==> images/port_nets.png <==
(4 px per micron)
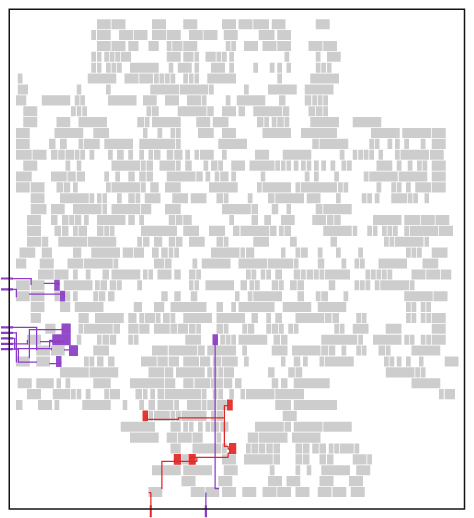
==> images/final_congestion.png <==
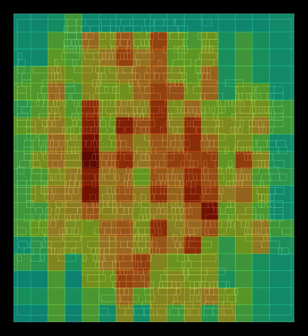
==> images/wire_density.png <==
(3 px per micron) 23 x 25 tiles, from white (low) to dark blue (high), scaled to the fullest tile. Values are wire area over tile area, all layers added.
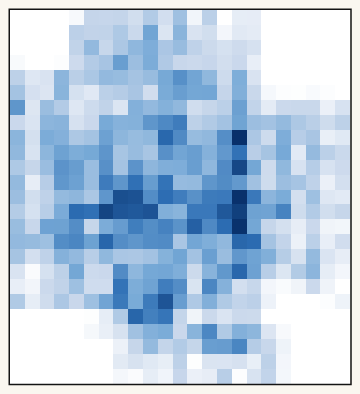
==> images/gate_families.png <==
(3 px per micron)
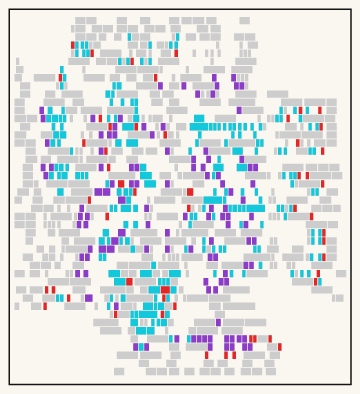
==> images/clock_map.png <==
(4 px per micron)
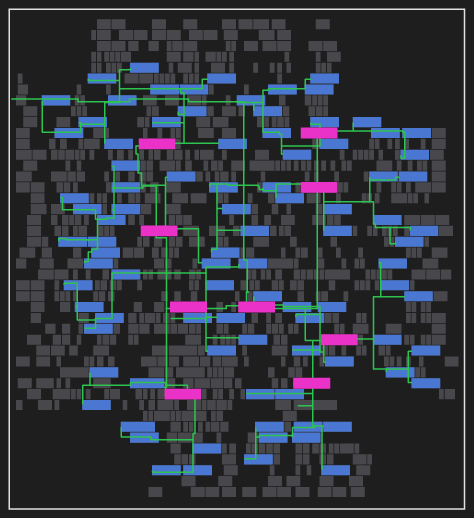
===== src/rtl/alu_seq_pkg.sv =====
// alu_seq_pkg: shared constants and types for the ALU sequencer.
//   - ALU opcodes the sequencer issues on its own (ADR0, ADR1, DEC, NOP)
//   - request kind encoding
//   - sequencer state enum
//   - default reset value of the status register P
package alu_seq_pkg;

  localparam logic [5:0] OpAdr0 = 6'h00;
  localparam logic [5:0] OpAdr1 = 6'h01;
  localparam logic [5:0] OpDec  = 6'h1C;
  localparam logic [5:0] OpNop  = 6'h3F;

  localparam logic [7:0] PResetDefault = 8'h24;

  typedef enum logic [1:0] {
    KindSimple = 2'd0,
    KindIndex  = 2'd1,
    KindBranch = 2'd2,
    KindRsvd   = 2'd3
  } req_kind_e;

  typedef enum logic [2:0] {
    StIdle,
    StExec,
    StAdrLo,
    StAdrHi,
    StBrTest,
    StBrLo,
    StBrHi,
    StBrDec
  } state_e;

endpackage


===== src/rtl/alu_seq_if.sv =====
// alu_seq_if: request/response bus between the instruction decoder (master)
// and the ALU sequencer (slave).
//   req_*  : one operation, accepted on req_valid && req_ready
//   rsp_*  : single-cycle response pulse, no backpressure
interface alu_seq_if;
  logic        req_valid;
  logic        req_ready;
  logic [1:0]  req_kind;
  logic [5:0]  req_opcode;
  logic [7:0]  req_a;
  logic [7:0]  req_b;
  logic [15:0] req_addr;
  logic        req_use_p;
  logic        req_flag_write;
  logic        rsp_valid;
  logic [7:0]  rsp_data;
  logic [15:0] rsp_addr;
  logic        rsp_taken;

  modport master (
    output req_valid, req_kind, req_opcode, req_a, req_b, req_addr, req_use_p,
           req_flag_write,
    input  req_ready, rsp_valid, rsp_data, rsp_addr, rsp_taken
  );

  modport slave (
    input  req_valid, req_kind, req_opcode, req_a, req_b, req_addr, req_use_p,
           req_flag_write,
    output req_ready, rsp_valid, rsp_data, rsp_addr, rsp_taken
  );
endinterface


===== src/rtl/status_reg.sv =====
// status_reg: 8-bit processor status register with per-bit write enable.
//   clk, rst : clock, synchronous active-high reset (loads ResetVal)
//   we       : per-bit write enable
//   wdata    : write data
//   q        : current value; bit 5 always reads 1
module status_reg #(
  parameter logic [7:0] ResetVal = 8'h24
) (
  input  logic       clk,
  input  logic       rst,
  input  logic [7:0] we,
  input  logic [7:0] wdata,
  output logic [7:0] q
);

  logic [7:0] p_q;

  always_ff @(posedge clk) begin
    if (rst) begin
      p_q <= ResetVal;
    end else begin
      p_q <= (p_q & ~we) | (wdata & we);
    end
  end

  assign q = p_q | 8'h20;

endmodule


===== src/rtl/alu_sequencer.sv =====
// alu_sequencer: multi-cycle controller that owns the ALU inputs and P.
// Runs SIMPLE ops (with optional flag commit), 16-bit indexed address
// computation and relative branch resolution, one request at a time.
//   clk, rst        : clock, synchronous active-high reset
//   bus (slave)     : request/response handshake
//   p_out           : current P
//   alu_opcode/a/b, flags_in : ALU drive (flags_in is always P)
//   alu_out, flags_out, flags_ena, branch_valid : ALU returns
// Optional build macro ALU_SEQ_PAGE_SKIP_EN: skip the high-byte steps when the
// low-byte add does not cross a page.
module alu_sequencer
  import alu_seq_pkg::*;
#(
  parameter logic [7:0] P_RESET = PResetDefault
) (
  input  logic       clk,
  input  logic       rst,
  alu_seq_if.slave   bus,
  output logic [7:0] p_out,
  output logic [5:0] alu_opcode,
  output logic [7:0] alu_a,
  output logic [7:0] alu_b,
  output logic [7:0] flags_in,
  input  logic [7:0] alu_out,
  input  logic [7:0] flags_out,
  input  logic [7:0] flags_ena,
  input  logic       branch_valid
);

  state_e      state_q;
  logic [5:0]  opcode_q;
  logic [7:0]  a_q, b_q, lo_q, hi_q;
  logic [15:0] addr_q;
  logic        use_p_q, flag_write_q;
  logic        rsp_valid_q, rsp_taken_q;
  logic [7:0]  rsp_data_q;
  logic [15:0] rsp_addr_q;

  logic [7:0]  p_q, p_we, a_sel;
  logic        adr_skip, br_skip;
  req_kind_e   kind;

  assign kind = req_kind_e'(bus.req_kind);

  // Only EXEC commits flags; every other state leaves P untouched.
  assign p_we = (state_q == StExec && flag_write_q) ? flags_ena : 8'h00;

  status_reg #(
    .ResetVal(P_RESET)
  ) u_status_reg (
    .clk  (clk),
    .rst  (rst),
    .we   (p_we),
    .wdata(flags_out),
    .q    (p_q)
  );

  assign p_out    = p_q;
  assign flags_in = p_q;
  assign a_sel    = use_p_q ? p_q : a_q;

`ifdef ALU_SEQ_PAGE_SKIP_EN
  // No carry: high byte is the base high byte.
  assign adr_skip = ~flags_out[0];
  // Carry cancels sign extension: high byte is the PC high byte.
  assign br_skip  = (flags_out[0] == b_q[7]);
`else
  assign adr_skip = 1'b0;
  assign br_skip  = 1'b0;
`endif

  assign bus.req_ready = (state_q == StIdle);
  assign bus.rsp_valid = rsp_valid_q;
  assign bus.rsp_data  = rsp_data_q;
  assign bus.rsp_addr  = rsp_addr_q;
  assign bus.rsp_taken = rsp_taken_q;

  always_comb begin
    alu_opcode = OpNop;
    alu_a      = 8'h00;
    alu_b      = 8'h00;
    case (state_q)
      StExec, StBrTest: begin
        alu_opcode = opcode_q;
        alu_a      = a_sel;
        alu_b      = b_q;
      end
      StAdrLo: begin
        alu_opcode = OpAdr0;
        alu_a      = addr_q[7:0];
        alu_b      = a_q;
      end
      StBrLo: begin
        alu_opcode = OpAdr0;
        alu_a      = addr_q[7:0];
        alu_b      = b_q;
      end
      StAdrHi, StBrHi: begin
        alu_opcode = OpAdr1;
        alu_b      = addr_q[15:8];
      end
      StBrDec: begin
        alu_opcode = OpDec;
        alu_a      = hi_q;
      end
      default: ;
    endcase
  end

  always_ff @(posedge clk) begin
    if (rst) begin
      state_q      <= StIdle;
      opcode_q     <= OpNop;
      a_q          <= 8'h00;
      b_q          <= 8'h00;
      lo_q         <= 8'h00;
      hi_q         <= 8'h00;
      addr_q       <= 16'h0000;
      use_p_q      <= 1'b0;
      flag_write_q <= 1'b0;
      rsp_valid_q  <= 1'b0;
      rsp_taken_q  <= 1'b0;
      rsp_data_q   <= 8'h00;
      rsp_addr_q   <= 16'h0000;
    end else begin
      rsp_valid_q <= 1'b0;
      case (state_q)
        StIdle: begin
          if (bus.req_valid) begin
            opcode_q     <= (kind == KindRsvd) ? OpNop : bus.req_opcode;
            a_q          <= bus.req_a;
            b_q          <= bus.req_b;
            addr_q       <= bus.req_addr;
            use_p_q      <= bus.req_use_p;
            flag_write_q <= bus.req_flag_write;
            case (kind)
              KindIndex:  state_q <= StAdrLo;
              KindBranch: state_q <= StBrTest;
              default:    state_q <= StExec;
            endcase
          end
        end
        StExec: begin
          rsp_data_q  <= alu_out;
          rsp_taken_q <= 1'b0;
          rsp_valid_q <= 1'b1;
          state_q     <= StIdle;
        end
        StAdrLo: begin
          lo_q <= alu_out;
          if (adr_skip) begin
            rsp_addr_q  <= {addr_q[15:8], alu_out};
            rsp_taken_q <= 1'b0;
            rsp_valid_q <= 1'b1;
            state_q     <= StIdle;
          end else begin
            state_q <= StAdrHi;
          end
        end
        StAdrHi: begin
          rsp_addr_q  <= {alu_out, lo_q};
          rsp_taken_q <= 1'b0;
          rsp_valid_q <= 1'b1;
          state_q     <= StIdle;
        end
        StBrTest: begin
          if (!branch_valid) begin
            rsp_addr_q  <= addr_q;
            rsp_taken_q <= 1'b0;
            rsp_valid_q <= 1'b1;
            state_q     <= StIdle;
          end else begin
            state_q <= StBrLo;
          end
        end
        StBrLo: begin
          lo_q <= alu_out;
          if (br_skip) begin
            rsp_addr_q  <= {addr_q[15:8], alu_out};
            rsp_taken_q <= 1'b1;
            rsp_valid_q <= 1'b1;
            state_q     <= StIdle;
          end else begin
            state_q <= StBrHi;
          end
        end
        StBrHi: begin
          // Negative offset: ADR1 added only the carry, so the high byte
          // still needs the sign-extension decrement.
          if (b_q[7]) begin
            hi_q    <= alu_out;
            state_q <= StBrDec;
          end else begin
            rsp_addr_q  <= {alu_out, lo_q};
            rsp_taken_q <= 1'b1;
            rsp_valid_q <= 1'b1;
            state_q     <= StIdle;
          end
        end
        StBrDec: begin
          rsp_addr_q  <= {alu_out, lo_q};
          rsp_taken_q <= 1'b1;
          rsp_valid_q <= 1'b1;
          state_q     <= StIdle;
        end
        default: state_q <= StIdle;
      endcase
    end
  end

endmodule


===== src/flat_wrapper.sv =====
// flat-port wrapper written by rule: the top's interface ports become plain ports
module alu_sequencer_flat import alu_seq_pkg::*;
#(
  parameter logic [7:0] P_RESET = PResetDefault
)
  (clk, rst, p_out, alu_opcode, alu_a, alu_b, flags_in, alu_out, flags_out, flags_ena, branch_valid, bus_req_valid, bus_req_kind, bus_req_opcode, bus_req_a, bus_req_b, bus_req_addr, bus_req_use_p, bus_req_flag_write, bus_req_ready, bus_rsp_valid, bus_rsp_data, bus_rsp_addr, bus_rsp_taken);
  alu_seq_if bus_i ();
  input  logic clk;
  input  logic rst;
  output logic [7:0] p_out;
  output logic [5:0] alu_opcode;
  output logic [7:0] alu_a;
  output logic [7:0] alu_b;
  output logic [7:0] flags_in;
  input  logic [7:0] alu_out;
  input  logic [7:0] flags_out;
  input  logic [7:0] flags_ena;
  input  logic branch_valid;
  input wire logic [$bits(bus_i.req_valid)-1:0] bus_req_valid;
  input wire logic [$bits(bus_i.req_kind)-1:0] bus_req_kind;
  input wire logic [$bits(bus_i.req_opcode)-1:0] bus_req_opcode;
  input wire logic [$bits(bus_i.req_a)-1:0] bus_req_a;
  input wire logic [$bits(bus_i.req_b)-1:0] bus_req_b;
  input wire logic [$bits(bus_i.req_addr)-1:0] bus_req_addr;
  input wire logic [$bits(bus_i.req_use_p)-1:0] bus_req_use_p;
  input wire logic [$bits(bus_i.req_flag_write)-1:0] bus_req_flag_write;
  output wire logic [$bits(bus_i.req_ready)-1:0] bus_req_ready;
  output wire logic [$bits(bus_i.rsp_valid)-1:0] bus_rsp_valid;
  output wire logic [$bits(bus_i.rsp_data)-1:0] bus_rsp_data;
  output wire logic [$bits(bus_i.rsp_addr)-1:0] bus_rsp_addr;
  output wire logic [$bits(bus_i.rsp_taken)-1:0] bus_rsp_taken;
  assign bus_i.req_valid = bus_req_valid;
  assign bus_i.req_kind = bus_req_kind;
  assign bus_i.req_opcode = bus_req_opcode;
  assign bus_i.req_a = bus_req_a;
  assign bus_i.req_b = bus_req_b;
  assign bus_i.req_addr = bus_req_addr;
  assign bus_i.req_use_p = bus_req_use_p;
  assign bus_i.req_flag_write = bus_req_flag_write;
  assign bus_req_ready = bus_i.req_ready;
  assign bus_rsp_valid = bus_i.rsp_valid;
  assign bus_rsp_data = bus_i.rsp_data;
  assign bus_rsp_addr = bus_i.rsp_addr;
  assign bus_rsp_taken = bus_i.rsp_taken;
  alu_sequencer #(.P_RESET(P_RESET)) u_core (.clk(clk), .rst(rst), .bus(bus_i), .p_out(p_out), .alu_opcode(alu_opcode), .alu_a(alu_a), .alu_b(alu_b), .flags_in(flags_in), .alu_out(alu_out), .flags_out(flags_out), .flags_ena(flags_ena), .branch_valid(branch_valid));
endmodule

===== config.mk =====
export PLATFORM = sky130hd
export DESIGN_NAME = alu_sequencer_flat
export DESIGN_NICKNAME = d
export VERILOG_FILES = /design/src/rtl/alu_seq_pkg.sv /design/src/rtl/alu_seq_if.sv /design/src/rtl/status_reg.sv /design/src/rtl/alu_sequencer.sv /design/src/flat_wrapper.sv
export SDC_FILE = /design/constraint.sdc
export NUM_CORES = 1
export LEC_CHECK = 0
export ABC_AREA = 1
export CAP_MARGIN = 20
export CELL_PAD_IN_SITES_DETAIL_PLACEMENT = 0
export CELL_PAD_IN_SITES_GLOBAL_PLACEMENT = 1
export CORE_ASPECT_RATIO = 1.1
export CORE_UTILIZATION = 32
export CTS_BUF_LIST = sky130_fd_sc_hd__clkbuf_16
export DETAILED_ROUTE_END_ITERATION = 10
export GPL_TIMING_DRIVEN = 0
export PLACE_DENSITY = 0.84
export SYNTH_ARGS = -nofsm -noshare
export SYNTH_HDL_FRONTEND = slang
export SYNTH_SLANG_ARGS = --single-unit

===== constraint.sdc =====
create_clock -name clk -period 1.8 [get_ports clk]
set_input_delay 0.27 -clock clk [delete_from_list [all_inputs] [get_ports clk]]
set_output_delay 0.27 -clock clk [all_outputs]
set_load 0.02 [all_outputs]

==> summary.txt <==
On the backend side, the flow ran end to end.

TritonCTS built the clock tree. The post-route fraction of the period consumed by the critical path stands at 104%. The insertion delay of the later-clocked pin in the worst-skew pair stands at 0.34 ns. The mean number of vias per cell stands at roughly 4.6. The number of hold-slack violations in the final timing report stands at 0.

The total overflow reported by the global router stands at 0. The maximum clock insertion buffer count stands at 2. The register-to-register path setup slack stands at approximately 0.21 ns. The synthesized cell area stands at between 4000 and 5000 sq um. The total cells reported by yosys after synthesis stands at ~630. By count the netlist is led by 160 x sky130_fd_sc_hd__nand2_1, 121 x sky130_fd_sc_hd__nor2_1, 92 x sky130_fd_sc_hd__dfxtp_1. The count of nets left with antenna violations once routing finished came out at 0. In the Yosys report, the sequential cells make up a little over two fifths of the chip area. The flow reports an fmax of 533 MHz. The count of yosys warnings during synthesis stands at 0. The startpoint identified for the worst register-to-register timing path is u_core.state_q[1]. Ranking logic cells in the layout by count gives the top entries 145 x sky130_fd_sc_hd__nand2_1, 120 x sky130_fd_sc_hd__nor2_1, 107 x sky130_fd_sc_hd__clkdlybuf4s50_1.

The total number of H-tree levels stands at 3. The chip area from the yosys synthesis statistics stands at ~4400 sq um. The via count of the first global-routing pass is 4312.

The count of inserted antenna diode cells stands at 0. Yosys reports the multiplexer fraction of the synthesized area as 0%. Synthesis inferred between 90 and 100 register bits. The synthesized design contains 0 enable-type register cells. The synthesized instance count stands at between 600 and 700. The total negative slack for setup checks stands at -0.340 ns. The OpenROAD report gives the critical path a required time of 1.53 ns.

The largest net degree at the start of global routing stands at 14. Looking at the clock tree report, the root buffer type is sky130_fd_sc_hd__clkbuf_16. The placed instance count stands at approximately 950. The final critical delay including setup and external delays stands at around 1.9 ns. The final layout net count stands at 859. The synthesis run identifies the leading combinational cell family as simple AND/OR/NAND/NOR gates. The count of routing violations after the opening detailed-route iteration stands at 201. The global placer's final weighted congestion stands at 0.885.

The effective utilization at floorplan stands at around 33%. The fraction of registers with async set/reset stands at 0%. In this run the top signal layer used is met4. Summing all non-filler instances in the final layout gives an area of approximately 6500 sq um. The detailed-placement wirelength estimate stands at roughly 11000 microns. The die height stands at 125 microns.

The count of buffers from port buffering stands at ~130. The reported max-cap violation count stands at 0. Looking at the cell usage after synthesis, the top flip-flop cell is sky130_fd_sc_hd__dfxtp_1. Of all cell types, the one taking the most synthesized area is sky130_fd_sc_hd__dfxtp_1. The checks that failed: setup timing. STA shows the worst reg2reg path with a cell count of 9. Per the OpenROAD floorplan log, the width of the die is 113 microns.

The average instance in the mapped netlist occupies approximately 6.9 sq um. The number of cells traversed by the worst hold path stands at 2. The number of warnings in the stage logs stands at 32.

The total of fill cells in the finished design stands at between 1000 and 1500. STA puts the critical path data arrival time at ~1.6 ns. In this run, the synthesized area fraction spent on AND-OR/OR-AND gates is recorded as about an eighth. Setup repair after global routing could not meet its margin everywhere.

After detailed placement, the total cell area comes to 5910 sq um. The initial antenna violation count stands at 0. The total DRC errors in the routed layout stands at 0.

Per the run report, area growth between synthesis and finish was 47.7%. The power report puts the leakage power at 2.96 nW. The number of sinks handled by clock tree synthesis stands at approximately 92.

The worst setup margin stands at -0.0755 ns. The setup path with the least slack is of type reg -> out. The tightest hold path in the finished design has a slack of 0.461 ns. The proportion of layout cells with a drive suffix above 1 stands at between 10% and 20%. The most critical setup path has its startpoint at u_core.state_q[2].

The top-area cell type share of the netlist area stands at 42.1%. Following the worst setup path forward leads to its endpoint at alu_a[5]. The worst-case setup slack after placement stands at -0.477 ns.

Per the timing report, the most critical flop-to-flop path finishes at u_core.bus.rsp_addr[2]. The min-delay analysis places its worst path in the category reg -> reg. The post-cts hold buffer count stands at 0. In this run the standard cell core region covers 13300 sq um. On the worst setup and hold paths after CTS, the clock-pin slew comes to roughly 0.060 ns.

The worst vdd rail ir drop stands at 0.686 mV. In the detailed route, the total length drawn on met2 is around 7000 microns. The power per cell area stands at 1290 nW/um^2. After floorplanning, the die was sized to cover about 14000 sq um.

In this run the most used layer during global routing was met2. STA lists the startpoint of the worst hold path as u_core.opcode_q[2]. STA classifies the critical path endpoint as an output port. The sum of met3 wire segment lengths after detailed routing stands at approximately 660 microns. The routed length on met1 stands at roughly 6000 microns. The count of endpoints failing setup in the final report stands at 12.

STA classifies the critical path startpoint as a flip-flop. STA shows the worst min-delay path finishing at u_core.opcode_q[2]. The number of search-and-repair iterations in the first detailed-routing pass stands at 4. The run finished, with violations left.

The final setup skew stands at approximately 0.0069 ns. Per the synthesis report, the simple-gate share of the synthesized area is 31.9%. For reference, the final report shows the max-slew violation count at 0. In the post-synthesis netlist, the biggest area contributors are sky130_fd_sc_hd__dfxtp_1 42%, sky130_fd_sc_hd__nand2_1 14%, sky130_fd_sc_hd__nor2_1 10%. Of the total synthesized cell area, the portion taken by full adders, half adders and majority gates is less than 1%.

The number of different library cells used by synthesis comes to 24. The first global-routing pass estimated 22000 microns of wire. For met3 alone, demand over resource in global routing was under 10%. Power comes to 8.34 mW. The total CTS buffers stands at 9. Row generation in the floorplan step produced around 44 rows. The xor/xnor share of the synthesized area stands at 0%. The peak fanout along the critical path stands at 7. For this run, the share of the core covered by cells in the final layout is about 50%.

For this design the top-level I/O count stands at ~140. sky130_fd_sc_hd__nand2_1 is the most common cell in the netlist.
About port_nets.png:
color	port	direction	edge	end cells	buffers	wire
red	`rst`	input	south	5	1	67.8 microns
purple	`bus_req_b`	input	7 west, 1 south	8	8	141 microns

About final_congestion.png:
routed len/inst: 14.1 microns
global routing usage on met2: 35.6%
GR met1 Demand/Resource: 24.7%

About wire_density.png:
nearly empty tiles	19%
mean over tiles	0.15
tiles over half the peak	21%
total number of vias: 4450
Routed Wire Length: 13800 microns
GRT Overall Usage: 20.3%

About gate_families.png:
color	family	cells	most used
purple	inverting AOI/OAI gates	112	o21ai_0
cyan	NAND gates	201	nand2_1
red	inverters	52	inv_1
most used logic cell in the final layout: sky130_fd_sc_hd__nand2_1
combinational share of cell area: 33.7%
number of non-filler instances in the completed layout: 972

About clock_map.png:
[magenta] cells driving clock nets | count: 9
[green] clock wires | length: 1150 microns
[blue] flip-flops | count: 92
routed clock nets	10
flops lie	widely spread

## layout make-up
class	instances	area, sq um	share of cell area, %
multi-input cells	450	2170	33.7
flip-flops and latches	92	1850	28.6
repair buffers	143	1410	21.8
plain buffers	38	315	4.88
well taps	184	230	3.57
clock buffers	9	225	3.49
inverters	52	208	3.22
clock inverters	4	45.0	0.698
## sequential cells by signal (all words and copies together), names as in the netlist, named ones only
register	flops
u_core.a_q	8
u_core.addr_q	16
u_core.b_q	8
u_core.bus.rsp_addr	16
u_core.bus.rsp_data	8
u_core.bus.rsp_taken	1
u_core.bus.rsp_valid	1
u_core.flag_write_q	1
u_core.hi_q	8
u_core.lo_q	8
u_core.opcode_q	6
u_core.state_q	3
u_core.use_p_q	1
## timing repair
item | in CTS | in global routing
endpoints found under the setup margin | 23 | 32
gates cloned | 1 | 0
setup buffers | 11 | 1
pin swaps | 16 | 8
gates resized | 160 | 28
## worst max-delay path: stages, from the launching register on
cell	delay, ns
sky130_fd_sc_hd__dfxtp_4	0.43
sky130_fd_sc_hd__clkinv_4	0.08
sky130_fd_sc_hd__nand2_4	0.09
sky130_fd_sc_hd__nand2_4	0.07
sky130_fd_sc_hd__inv_4	0.06
sky130_fd_sc_hd__nor2_4	0.04
sky130_fd_sc_hd__o21ai_1	0.14
sky130_fd_sc_hd__nand3_1	0.16
sky130_fd_sc_hd__buf_4	0.19
## power breakdown
group          leakage [nW]  switching, mW  total [mW]  internal [mW]
sequential            0.756          0.330        2.82           2.49
combinational          2.07           2.09        3.73           1.64
clock                 0.132          0.747        1.79           1.04
total                  2.96           3.17        8.34           5.17
## logic make-up (layout without fill, tap and decap cells)
kind of cell,Yosys count,after routing
AND-OR/OR-AND,112,112
buffers and inverters,93,246
AND/OR/NAND/NOR,333,333
adder cells (fa/ha/maj),3,3
other,1,2
flip-flops,92,92
Power figures rest on the tool's default switching activity, not on a simulated workload.
